$ cat src/rtl/gray_conv_arbiter_if.sv
// Requester and downstream bundle for gray_conv_arbiter.
// master drives requests/out_ready; slave is the arbiter.
interface gray_conv_arbiter_if #(
   parameter int SIZE = 4,
   parameter int NREQ = 4,
   parameter int ID_W = 2
);
   logic [NREQ-1:0]      req_valid;
   logic [NREQ*SIZE-1:0] req_gray;
   logic [NREQ-1:0]      req_ready;
   logic                 out_valid;
   logic [SIZE-1:0]      out_bin;
   logic [ID_W-1:0]      out_id;
   logic                 out_ready;

   modport master (
      output req_valid,
      output req_gray,
      input  req_ready,
      input  out_valid,
      input  out_bin,
      input  out_id,
      output out_ready
   );

   modport slave (
      input  req_valid,
      input  req_gray,
      output req_ready,
      output out_valid,
      output out_bin,
      output out_id,
      input  out_ready
   );
endinterface

$ cat src/rtl/gray_conv_arbiter.sv
// Round-robin shared Gray-to-binary converter, 1-entry output stage.
// Define GRAY_CONV_ARB_STATS_EN to add the 16-bit conv_count port.
module gray_conv_arbiter #(
   parameter int SIZE = 4,
   parameter int NREQ = 4,
   parameter int ID_W = 2
) (
   input  logic          clk,
   input  logic          rst,
`ifdef GRAY_CONV_ARB_STATS_EN
   output logic [15:0]   conv_count,
`endif
   gray_conv_arbiter_if.slave bus
);

   localparam logic [0:0] S_EMPTY = 1'b0;
   localparam logic [0:0] S_FULL  = 1'b1;

   logic [0:0]      state_q, state_d;
   logic [ID_W-1:0] rr_ptr_q, rr_ptr_d;
   logic [SIZE-1:0] bin_q, bin_d;
   logic [ID_W-1:0] id_q, id_d;

   logic            load;
   logic            any_req;
   logic            xfer;
   logic [ID_W-1:0] grant;
   logic [SIZE-1:0] gray_sel;
   logic [SIZE-1:0] bin_sel;

   function automatic logic [SIZE-1:0] gray2bin(
      input logic [SIZE-1:0] g
   );
      logic [SIZE-1:0] b;
      b[SIZE-1] = g[SIZE-1];
      for (int i = SIZE - 2; i >= 0; i--) begin
         b[i] = b[i+1] ^ g[i];
      end
      return b;
   endfunction

   assign load    = (state_q == S_EMPTY) || bus.out_ready;
   assign any_req = |bus.req_valid;
   assign xfer    = load && any_req;

   // Search req_valid from rr_ptr upward, wrapping at NREQ-1.
   always_comb begin
      int idx;
      logic found;
      grant = '0;
      found = 1'b0;
      for (int i = 0; i < NREQ; i++) begin
         idx = int'(rr_ptr_q) + i;
         if (idx >= NREQ) begin
            idx = idx - NREQ;
         end
         if (!found && bus.req_valid[idx]) begin
            found = 1'b1;
            grant = ID_W'(idx);
         end
      end
   end

   assign gray_sel = bus.req_gray[int'(grant)*SIZE +: SIZE];
   assign bin_sel  = gray2bin(gray_sel);

   // One-hot accept for the winner, only when the stage can load.
   always_comb begin
      bus.req_ready = '0;
      if (xfer) begin
         bus.req_ready[grant] = 1'b1;
      end
   end

   // Next-state for FSM, pointer and output register.
   always_comb begin
      state_d  = state_q;
      rr_ptr_d = rr_ptr_q;
      bin_d    = bin_q;
      id_d     = id_q;
      if (xfer) begin
         state_d = S_FULL;
         bin_d   = bin_sel;
         id_d    = grant;
         if (int'(grant) == NREQ - 1) begin
            rr_ptr_d = '0;
         end else begin
            rr_ptr_d = grant + ID_W'(1);
         end
      end else if (state_q == S_FULL && bus.out_ready) begin
         state_d = S_EMPTY;
      end
   end

   // Register state with synchronous reset.
   always_ff @(posedge clk) begin
      if (rst) begin
         state_q  <= S_EMPTY;
         rr_ptr_q <= '0;
         bin_q    <= '0;
         id_q     <= '0;
      end else begin
         state_q  <= state_d;
         rr_ptr_q <= rr_ptr_d;
         bin_q    <= bin_d;
         id_q     <= id_d;
      end
   end

   assign bus.out_valid = (state_q == S_FULL);
   assign bus.out_bin   = bin_q;
   assign bus.out_id    = id_q;

`ifdef GRAY_CONV_ARB_STATS_EN
   logic [15:0] cnt_q, cnt_d;

   assign cnt_d = (bus.out_valid && bus.out_ready) ? cnt_q + 16'd1 : cnt_q;

   // Count completed output handshakes, wrapping at 16 bits.
   always_ff @(posedge clk) begin
      if (rst) begin
         cnt_q <= '0;
      end else begin
         cnt_q <= cnt_d;
      end
   end

   assign conv_count = cnt_q;
`endif

endmodule

$ cat src/flat_wrapper.sv
// flat-port wrapper written by rule: the top's interface ports become plain ports
module gray_conv_arbiter_flat 
#(
   parameter int SIZE = 4,
   parameter int NREQ = 4,
   parameter int ID_W = 2
)
  (clk, rst, bus_req_valid, bus_req_gray, bus_req_ready, bus_out_valid, bus_out_bin, bus_out_id, bus_out_ready);
  gray_conv_arbiter_if #(.SIZE(SIZE), .NREQ(NREQ), .ID_W(ID_W)) bus_i ();
  input  logic clk;
  input  logic rst;
  input wire logic [$bits(bus_i.req_valid)-1:0] bus_req_valid;
  input wire logic [$bits(bus_i.req_gray)-1:0] bus_req_gray;
  output wire logic [$bits(bus_i.req_ready)-1:0] bus_req_ready;
  output wire logic [$bits(bus_i.out_valid)-1:0] bus_out_valid;
  output wire logic [$bits(bus_i.out_bin)-1:0] bus_out_bin;
  output wire logic [$bits(bus_i.out_id)-1:0] bus_out_id;
  input wire logic [$bits(bus_i.out_ready)-1:0] bus_out_ready;
  assign bus_i.req_valid = bus_req_valid;
  assign bus_i.req_gray = bus_req_gray;
  assign bus_req_ready = bus_i.req_ready;
  assign bus_out_valid = bus_i.out_valid;
  assign bus_out_bin = bus_i.out_bin;
  assign bus_out_id = bus_i.out_id;
  assign bus_i.out_ready = bus_out_ready;
  gray_conv_arbiter #(.SIZE(SIZE), .NREQ(NREQ), .ID_W(ID_W)) u_core (.clk(clk), .rst(rst), .bus(bus_i));
endmodule
$ cat config.mk
export PLATFORM = sky130hd
export DESIGN_NAME = gray_conv_arbiter_flat
export DESIGN_NICKNAME = d
export VERILOG_FILES = /design/src/rtl/gray_conv_arbiter_if.sv /design/src/rtl/gray_conv_arbiter.sv /design/src/flat_wrapper.sv
export SDC_FILE = /design/constraint.sdc
export NUM_CORES = 1
export LEC_CHECK = 0
export ABC_AREA = 0
export CAP_MARGIN = 15
export CORE_ASPECT_RATIO = 0.8
export CORE_UTILIZATION = 40
export CTS_CLUSTER_DIAMETER = 200
export DETAILED_ROUTE_END_ITERATION = 8
export HOLD_SLACK_MARGIN = 0.03
export PLACE_DENSITY = 0.82
export SLEW_MARGIN = 20
export SYNTH_ARGS = -nofsm -noshare
export SYNTH_HDL_FRONTEND = slang
export SYNTH_SLANG_ARGS = --single-unit
$ cat constraint.sdc
create_clock -name clk -period 3.46 [get_ports clk]
set_clock_uncertainty 0.2 [all_clocks]
set_input_delay 0.692 -clock clk [delete_from_list [all_inputs] [get_ports clk]]
set_output_delay 0.692 -clock clk [all_outputs]
set_load 0.05 [all_outputs]
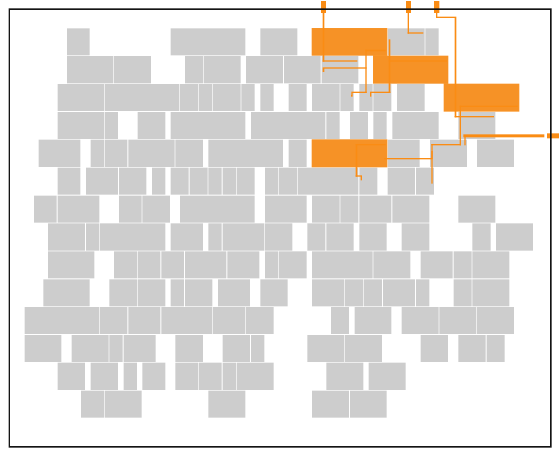
Figure 1: run 1, port wiring.
[orange] `bus_out_bin` | direction: output | end cells: 4 | wire: 88.0 µm

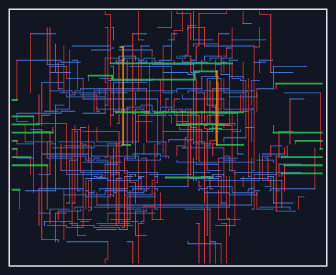
Figure 2: run 1, metal layers overlaid.
[red] met2 | wire length: 1150 µm
[blue] met1 | wire length: 1010 µm
[orange] met4 | wire length: 28.6 µm
[green] met3 | wire length: 153 µm

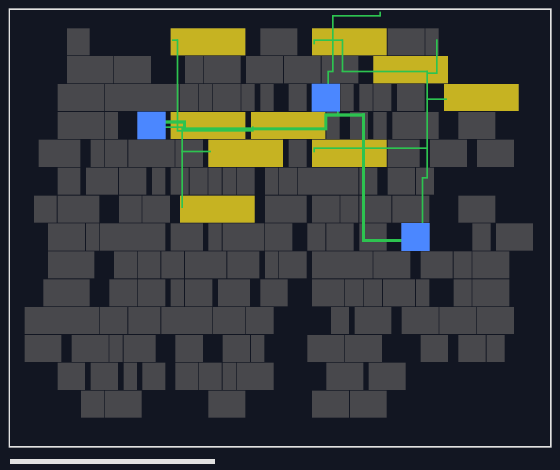
Figure 3: run 1, clock distribution.
Bar = 20 µm.
[green] clock wires | length: 135 µm
[blue] cells driving clock nets | count: 3
[yellow] flip-flops | count: 9
routed clock nets: 4

[run 1: per-layer routing]
layer / vias up / GRT usage [%] / part of all wire, %
li1: 484 / - / -
met4: 0 / 7.895 / 1.2
met5: - / 0 / 0
met2: 35 / 38.99 / 49
met3: 4 / 5.435 / 6.5
met1: 462 / 30.28 / 43
[run 1: cells by family after synthesis]
logic type	Yosys count	share of synthesized area, %
AOI/OAI and AO/OA	24	23.59
xor gates and xnor gates	2	3.045
adders and majority gates	4	6.089
buffers and inverters	11	5.783
DFF	9	21.92
muxes	2	2.587
and+or+nand+nor	55	36.99
[run 1: final cells by class]
class	count	share of cell area [%]
multi-input cells	87	45.77
well taps	24	2.233
repair buffers	49	35.53
inverters	4	1.116
flip-flops and latches	9	13.40
clock buffers	4	1.953
[run 1: what timing repair did]
item,4_1_cts,5_1_grt
endpoints found under the setup margin,2,3
gates cloned,0,0
pin swaps,0,1
resized,1,9
[run 1: registers in the layout, indices dropped and copies added (netlist names)]
| register | cells |
|---|---|
| u_core.bus.out_valid | 1 |
| u_core.rr_ptr_q | 2 |
| u_core.bus.out_bin | 4 |
| u_core.bus.out_id | 2 |
[run 1: worst max path at each step]
stage / endpoint / slack (ns) / depth (start not counted)
global placement: bus_req_ready[0] / 0.02 / 8
floorplan: bus_req_ready[3] / 0.32 / 6
CTS: bus_req_ready[1] / 0.01 / 9
detailed placement: u_core.bus.out_bin[0] / -0.02 / 9
finish: bus_req_ready[2] / 0.05 / 8
global route: bus_req_ready[2] / -0.006 / 8
[run 1: worst reg2reg max path, cell delays in order (launching register included)]
cell and delay [ns]:
dfxtp_1 0.56, or4b_4 0.54, buf_4 0.18, a21bo_1 0.18, a32oi_2 0.29, xor2_2 0.19
mux2_2 0.35, nor3_1 0.18
==> deck_impl_summary.md, run 1 <==
Implementation Results

Power and ir drop
  – P_leak: around 0.57 nW
  – Cell internal pwr: about 0.00036 W
  – Logic power comb: roughly 0.00041 W

Synthesis
  – Yosys stat chip area: 822.0 µm²
  – Largest type area fraction: between 20% and 30%
  – Post-synthesis average cell area: 7.683 µm²

Worst setup path
  – Crit Reg-Reg Endpoint: u_core.bus.out_bin[0]
  – Arrival time worst endpoint: ~2.5 ns
  – FF-to-FF Start: u_core.rr_ptr_q[1]
  – Worst EP required: about 2.6 ns
  – Worst path cell trace: clkdlybuf4s50_1, nor2b_2, or4b_4, nand2_4, inv_1, ha_1, and2_1, buf_6

Cells and area
  – Final Cell Area: 1345 µm²
  – FILL cells: between 150 and 200
  – Final Instance Count excl. Fillers: 177
  – # diodes: 0

STA
  – Tcrit/Tclk final: 98.54%
  – Worst Slack Setup Final: approximately 0.050 ns
  – Slew HR: between 60% and 70%
  – Setup tns final: 0 ns

Global routing
  – Largest net degree at the start of global routing: 14

Run status
  – Status: completed

Placed design
  – Placed Area: roughly 1300 µm²

CTS
  – CTS max path bufs: 2
Figure 4. Selected gate families (run 1).
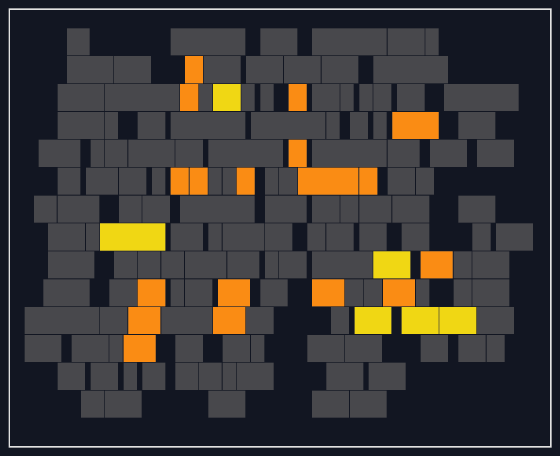

==> run 2, diff against run 1 <==
Settings changed: CTS_BUF_LIST set to sky130_fd_sc_hd__clkbuf_8.
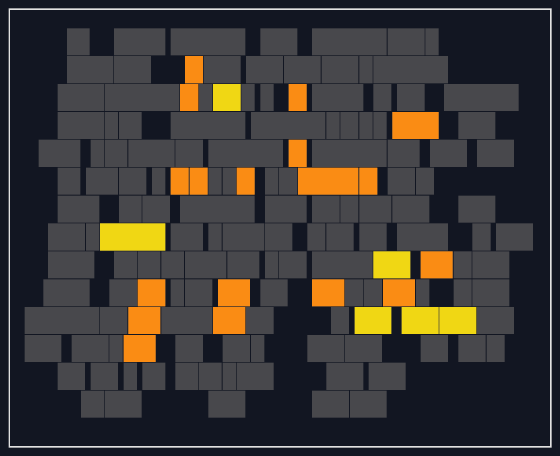
Figure 5: run 2, selected gate families.
[yellow] AND-OR and OR-AND gates | cells: 6
[orange] inverting AOI/OAI gates | cells: 18

==> run 2 against run 1 <==
Sequential power about the same. Register-to-register slack worse by 0.02 ns. Non-clock buffer count unchanged. Utilization up 0.98 points. Routed wire length up 2.8%. Via count down 0.10%. Power up 6.1%. Flip-flop count unchanged. Clock power up 45%. Critical endpoint unchanged. First-iteration DRC count down 14%.
==> deck_impl_summary.md, run 2 <==
Implementation Results

Global routing
  – Largest net degree at the start of global routing: 14 (unchanged)

STA
  – Slew HR: 66.31% (-0.18 points)
  – Setup tns final: 0 ns (unchanged)
  – Tcrit/Tclk final: 98.61% (about the same)
  – Worst Slack Setup Final: 0.04799 ns (-0.002476 ns)

Worst setup path
  – Arrival time worst endpoint: 2.52 ns (about the same)

Cells and area
  – # diodes: 0 (unchanged)
  – FILL cells: 149 (-2.0%)
  – Final Instance Count excl. Fillers: 177 (unchanged)

Synthesis
  – Largest type area fraction: 21.92% (unchanged)
  – Ao+oa area frac: 23.59% (unchanged)
  – Post-Synth XOR/XNOR Area: 3.044% (unchanged)
  – Comb area leader: simple AND/OR/NAND/NOR gates
  – Adder Area Share: 6.088% (unchanged)
  – Synth Area in Simple Gates: 36.99% (unchanged)
  – Yosys stat chip area: 822.0 µm² (unchanged)
  – Post-synthesis average cell area: 7.683 µm² (unchanged)

CTS
  – CTS max path bufs: 2 (unchanged)

Placed design
  – Placed Area: 1285 µm² (unchanged)

Run status
  – Status: completed

Power and ir drop
  – P_leak: 0.5818 nW (+2.1%)
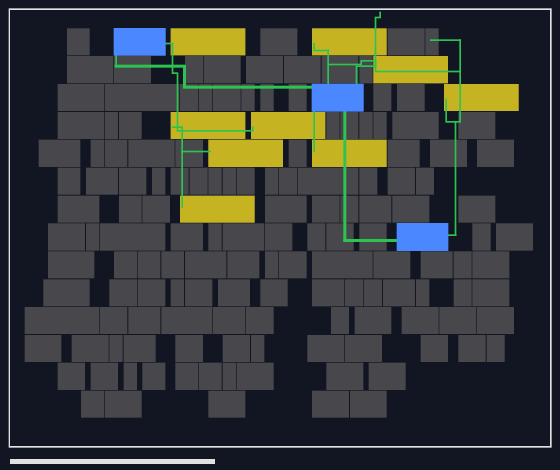
Figure 6: run 2, clock distribution.
Bar = 20 µm.
[blue] cells driving clock nets | count: 3
[yellow] flip-flops | count: 9
[green] clock wires | length: 150 µm
routed clock nets: 4

-- run 2: timing repair --
item	CTS	global route
gates resized	1	9
endpoints found under the hold margin	0	0
buffers inserted	0	0
setup endpoints to repair	2	3
pin swaps	0	1
hold buffers	0	0
-- run 2: path summary, 6_finish.rpt --
| path | start | endpoint | slack (ns) | depth (start not counted) |
|---|---|---|---|---|
| max reg2reg | u_core.rr_ptr_q[1] | u_core.bus.out_bin[0] | 0.70 | 7 |
| min | u_core.bus.out_bin[3] | u_core.bus.out_bin[3] | 0.28 | 2 |
| max | bus_req_valid[2] | bus_req_ready[2] | 0.05 | 8 |
| min reg2reg | u_core.bus.out_bin[3] | u_core.bus.out_bin[3] | 0.28 | 2 |
-- run 2: cell type report --
class / instances / share of cell area, %
Tap cell: 24 / 2.202
Timing Repair Buffer: 49 / 35.05
Multi-Input combinational cell: 87 / 45.14
Sequential cell: 9 / 13.21
Inverter: 4 / 1.101
Clock inverter: 1 / 0.2752
Clock buffer: 3 / 3.028
-- run 2: worst min-delay path, stage by stage (launching register included) --
cell and delay (ns):
dfxtp_1 0.31, nand2_1 0.06, a21oi_1 0.06
-- run 2: where the power goes --
group | internal [W] | switching (W)
Sequential | 0.000126 | 0.0000182
Combinational | 0.000191 | 0.000223
Clock | 0.0000775 | 0.0000452
Total | 0.000394 | 0.000286
-- run 2: per-layer routing --
metal  vias up  share of wire [%]  track usage [%]
li1        482                  -                -
met1       467                 43            30.28
met2        31                 51            38.99
met3         4                5.4            5.435
met4         0                1.2            9.474
met5         -                  0                0
No activity file was given, so power comes from the tool's default toggle rates.
